Figure 1. Cell classes on the final placement (run 1).
Scale bar: 20 um.
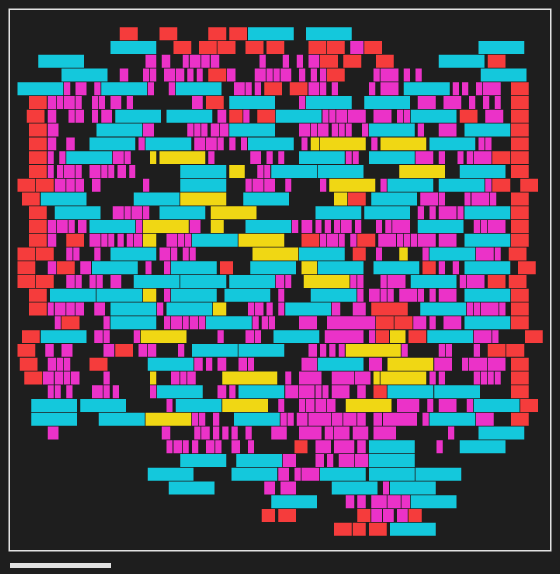
Figure 2. Selected gate families (run 1).
Scale bar: 20 um.
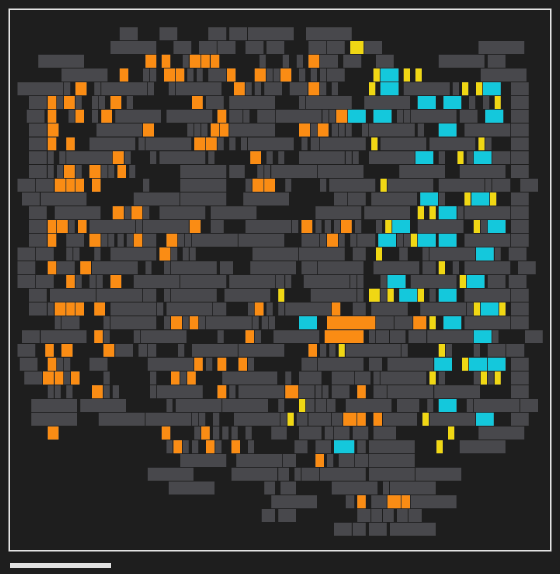
Figure 3. Routed clock nets over the placement (run 1).
Scale bar: 20 um.
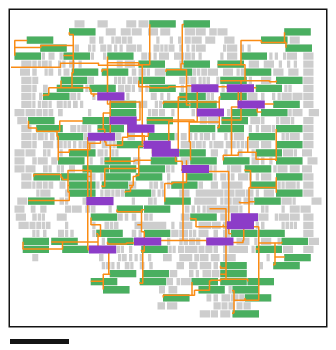
==> config.mk <==
export PLATFORM = sky130hd
export DESIGN_NAME = spi_mem_master
export DESIGN_NICKNAME = d
export VERILOG_FILES = /design/src/rtl/spi_mem_master_pkg.sv /design/src/rtl/spi_shift_engine.sv /design/src/rtl/spi_mem_master.sv
export SDC_FILE = /design/constraint.sdc
export NUM_CORES = 1
export LEC_CHECK = 0
export CORE_UTILIZATION = 47
export CTS_BUF_LIST = sky130_fd_sc_hd__clkbuf_16
export DETAILED_ROUTE_END_ITERATION = 8
export PLACE_DENSITY = 0.8
export SLEW_MARGIN = 10
export SYNTH_ARGS = -nofsm -noshare
export SYNTH_HDL_FRONTEND = slang
export SYNTH_SLANG_ARGS = --single-unit
==> constraint.sdc <==
create_clock -name clk -period 3.7 [get_ports clk]
set_input_delay 0.74 -clock clk [delete_from_list [all_inputs] [get_ports clk]]
set_output_delay 0.74 -clock clk [all_outputs]
set_load 0.1 [all_outputs]
==> changes_impl.md, run 1 <==
## Flow update

- TritonCTS clock tree: done
- Routability cong.: 0.803
- Port Buf Inserts: slightly above 90
- Syn Nets: 622
- Buffers, non-clock: about 100
- Crit start category: flop
- Max Cap Viol: 0
- Top cells excl fill/tap: 165 x nand2_1, 113 x dfrtp_1, 89 x clkdlybuf4s50_1
- Metal3 WL: 534 um
- Crit path cell chain: clkdlybuf4s50_1
- Syn avg cell area: 9.22 um^2
- Xor+xnor area frac: roughly 1.2%
- Starting DRC count in detailed routing: between 200 and 250
- Biggest Area Class: flip-flops and latches
- Leakage Power: just over 3 nW
- Drt total wl: 11500 um
- Number of enable flip-flop cells: 0
- Total stage count of the critical path: 1
- Yosys Chip Area: between 0.005 and 0.006 mm^2
- Comb area leader: simple AND/OR/NAND/NOR gates
- MI comb area: 0.00201 mm^2
- Die X: 107 um
- Synth Instances: 559
- Non-clock buffers, area share: between 10% and 20%
- Max_slew headroom: 33.9%
- FF/Latch Area: roughly 0.0028 mm^2
- Met2 Usage GRT: about a third
- Chip area: about 0.011 mm^2
- Wire length on met1: approximately 5200 um
- Cell Area, Synth: approximately 0.0052 mm^2
- Seq/Total Area, Yosys: 54.9%
- Outcome: completed
- DP HPWL: about 7100 um
- Gr usage total: about a fifth
- Largest net degree at the start of global routing: 100
- Comb gates: 367
- Hold_buf cts: 0
- Clk buf depth: 2
- Mux area share: 6.63%
- Placement-stage cell area: slightly above 0.006 mm^2
- Synth area leader: dfrtp_1
- Total Power: 0.00536 W
- Sw Ratio: just under 40%
- Aoi share: about an eighth
- CTS sink cnt: 113
- Setup TNS: 0 ns
- Share of cells above drive strength 1: 7.35%
- Yosys reg bits: about 110
- Worst Path Buf+Inv: 1
- CP Data Arrival Time: 1.97 ns
- Fin. Hold Viols: 0
- Grt ovf: 0
- Worst Setup Path Type: flop to output pin
- First-pass GRT wire length: ~19000 um
- Flops: roughly 110
- Int Pwr: between 0.003 and 0.004 W
- Crit path DRT: roughly 3.0 ns
- Yosys Instances: roughly 560
- Worst path slowest cell: clkdlybuf4s50_1
- Cycle use final: approximately three quarters
- Layout clock area frac: 8.49%
- Critical-path maximum fanout: 5
- Vias/cell: between 5 and 6
- Final nets: 703
- Worst r2r path cells: 6
- Seq power: between 0.0015 and 0.002 W
- Final min period: 2.71 ns
- P&R area growth vs syn: 30.5%
- Post-CTS resize count: 0
- Vias in the first global route: approximately 4000
- Synth top cell by count: nand2_1
- Worst path max stage delay: 1.16 ns
- Worst hold slack: between 0.4 and 0.5 ns
- Die height: approximately 110 um
- Placed cells: between 700 and 800
- Comb group: 0.00183 W
- Synth cell types: 36
- # DRC: 0
- Number of logic inverters in the finished layout: 40
- Asr flop ratio synth: 100%
- Wire per inst: ~15 um
Notes on Figure 1 above:
- magenta: combinational and other logic (cells 407; share of their area 33%)
- cyan: flops (cells 113; share of their area 43%)
- yellow: clock drivers and dummy loads (cells 32; share of their area 8.7%)
- red: other buffers and delay cells (cells 101; share of their area 15%)
fraction of area in registers: 42.1%
post-route core utilization: 64.3%
fin area: 0.00672 mm^2
core area: 0.0105 mm^2

Notes on Figure 2 above:
- yellow: inverters (cells 40; most used inv_1)
- cyan: multiplexers (cells 34; most used mux2i_1)
- orange: inverting AOI/OAI gates (cells 106; most used a31oi_1)
Comb/total area: 29.8%
most frequent logic cell in the layout: nand2_1
Final Non-Filler Cells: 789

Notes on Figure 3 above:
- green: flip-flops (count 113)
- purple: clock drivers (count 17)
- orange: clock wires (length 1400 um)
- flops lie: all over the die
Late-Pin Clk Latency: 0.40 ns
Max Clock Skew: 0.00717 ns
Clock power frac: 29.0%

Figure 4. Clock routing (run 1).
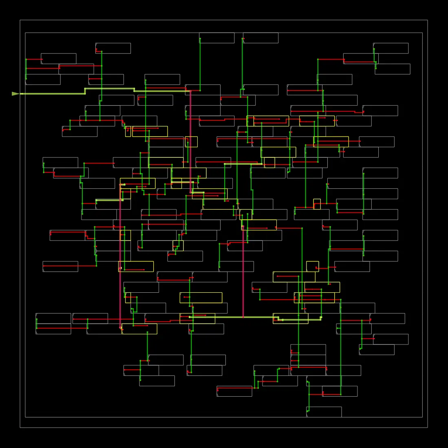

## Run 2: what changed since run 1
Clock period 3.7 ns to 2.45 ns, I/O delays scaled along.
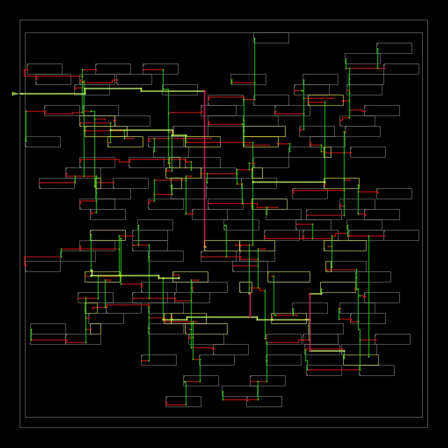
Figure 5: run 2, clock routing.
CLK BUF: 17
CTS buffer count: 17
Max Clock Skew: 0.00654 ns

==> changes_impl.md, run 2 <==
## Flow update

- Top Metal Used: met4
- Crit path cell chain: clkdlybuf4s50_1, o311ai_4, buf_4, o21ai_0
- Worst r2r path cells: 6
- Sw Ratio: a little under two fifths
- Max Cap Viol: 0
- Clk root buf: clkbuf_16
- # DRC: 0
- Placement-stage cell area: 0.00615 mm^2
- Ys Warns: 0
- Max_slew headroom: 19.6%
- First-pass GRT wire length: ~19000 um
- Late-Pin Clk Latency: about 0.40 ns
- Wire per inst: roughly 14 um
- P&R area growth vs syn: 31.9%
- Yosys simple share: around 17%
- Combinational fraction of design power: between 30% and 40%
- Port Buf Inserts: ~93
- Seq power: 0.00298 W
- Fin. Hold Viols: 0
- Grt ovf: 0
- Metal3 WL: 567 um
- Clk buf depth: 2
- Seq/Total Area, Yosys: 54.9%
- Hold crit path type: flop to flop
- Starting DRC count in detailed routing: 234
- Final Setup Violations: 0
- Final nets: 709
- GR peak layer: met2
- CP Data Arrival Time: between 2 and 2.5 ns
- Tool warnings: 30
- Leakage Power: roughly 3.2 nW
- Well Taps: 136
- Comb gates: between 300 and 400
- Mux area share: under 10%
- Yosys Instances: 559
- Clock power frac: a little under a third
- Non-clock buffers, area share: between 10% and 20%
- Yosys Chip Area: between 0.005 and 0.006 mm^2
- Comb/total area: around 30%
- TritonCTS clock tree: done
- Xor+xnor area frac: 1.19%
- Total stage count of the critical path: 4
- H-tree depth: 4
- Fraction of area in registers: approximately two fifths
- Outcome: completed
- Comb area leader: simple AND/OR/NAND/NOR gates
- Drt total wl: ~11000 um
- Cycle use final: between 80 and 90%
- Top power group: sequential cells
- Number of logic inverters in the finished layout: ~40
- Biggest Area Class: flip-flops and latches
- Met1 GRT Util: approximately 28%
- Flop2flop setup slack: between 0.4 and 0.5 ns
- Final min period: a little over 2 ns
- Worst path slowest cell: o311ai_4
- Post-route setup slack: between 0.3 and 0.4 ns
- Psw: about 0.0031 W
- Post-route core utilization: between 60 and 70%
- CTS sink cnt: 113
- Crit path DRT: 2.72 ns
- Die height: 107 um
- Top Family by Delay on Critical Path: AND-OR/OR-AND gates
- Setup TNS: 0 ns
- Vias in the first global route: between 4000 and 5000
- Final Slew Violations: 0
- Syn Nets: about 620
- # fillers: ~860
- Worst path max stage delay: 1.05 ns
- Worst VDD drop: 0.000616 V
- Core area: 0.0105 mm^2
- Number of enable flip-flop cells: 0
- Flops: ~110
- Synth area leader: dfrtp_1
- Clock-net power: around 0.0027 W
- Placed cells: roughly 760
- Chip area: ~0.011 mm^2
- Dpl ws: -0.0388 ns
- Wire length on met2: ~5400 um
- Post-CTS resize count: 0
- Hold_buf cts: 0
- Total Power: between 0.008 and 0.009 W
- Maximum clock rate: 0.481 GHz
- # rows: 37
- Int Pwr: about 0.0053 W
- Buffers, non-clock: about 110
- # diodes: 0
- Met2 Usage GRT: approximately a third
- Remaining antenna violation count after routing: 0
- Setup Buffers After CTS: 0
- Total number of vias: about 4200
- Synth Instances: between 500 and 600
- Hold path cells: 2
- Final Non-Filler Cells: 795
- Synth cell types: 36
- Vias/cell: around 5.3
- Largest net degree at the start of global routing: approximately 110
- Gr usage total: 21.4%
- P per Cell Area: about 1200 mW/mm^2
- Layout clock area frac: 9.43%
- Crit. End Element: flop
- DP HPWL: 6970 um
- MI comb area: 0.00201 mm^2
- Pre-Place Util: about half
- FF/Latch Area: approximately 0.0028 mm^2
- Routability cong.: 0.777
- Comb group: roughly 0.0028 W
- Crit start category: input pin
- Worst hold slack: around 0.5 ns
- Cell Area, Synth: around 0.005 mm^2
- RSZ-0062 raised after global routing: no
- Die X: about 110 um
- Worst-Margin Slew: around 1.2 ns
- Worst Path Buf+Inv: 2
- Critical-path maximum fanout: 33
- Most frequent logic cell in the layout: nand2_1
- Wire length on met1: ~5100 um
- Top cells excl fill/tap: 165 x nand2_1, 113 x dfrtp_1, 56 x clkdlybuf4s50_1
- Fin area: 0.00679 mm^2
- Asr flop ratio synth: 100%
- Synth top cell by count: nand2_1
- Yosys reg bits: 113
- Share of cells above drive strength 1: between 10% and 20%
- Aoi share: 12.3%
- Syn avg cell area: slightly above 9 um^2
- Worst Setup Path Type: input pin to flop
- Top Ports: 94
Power is estimated from default activity; no workload was simulated.
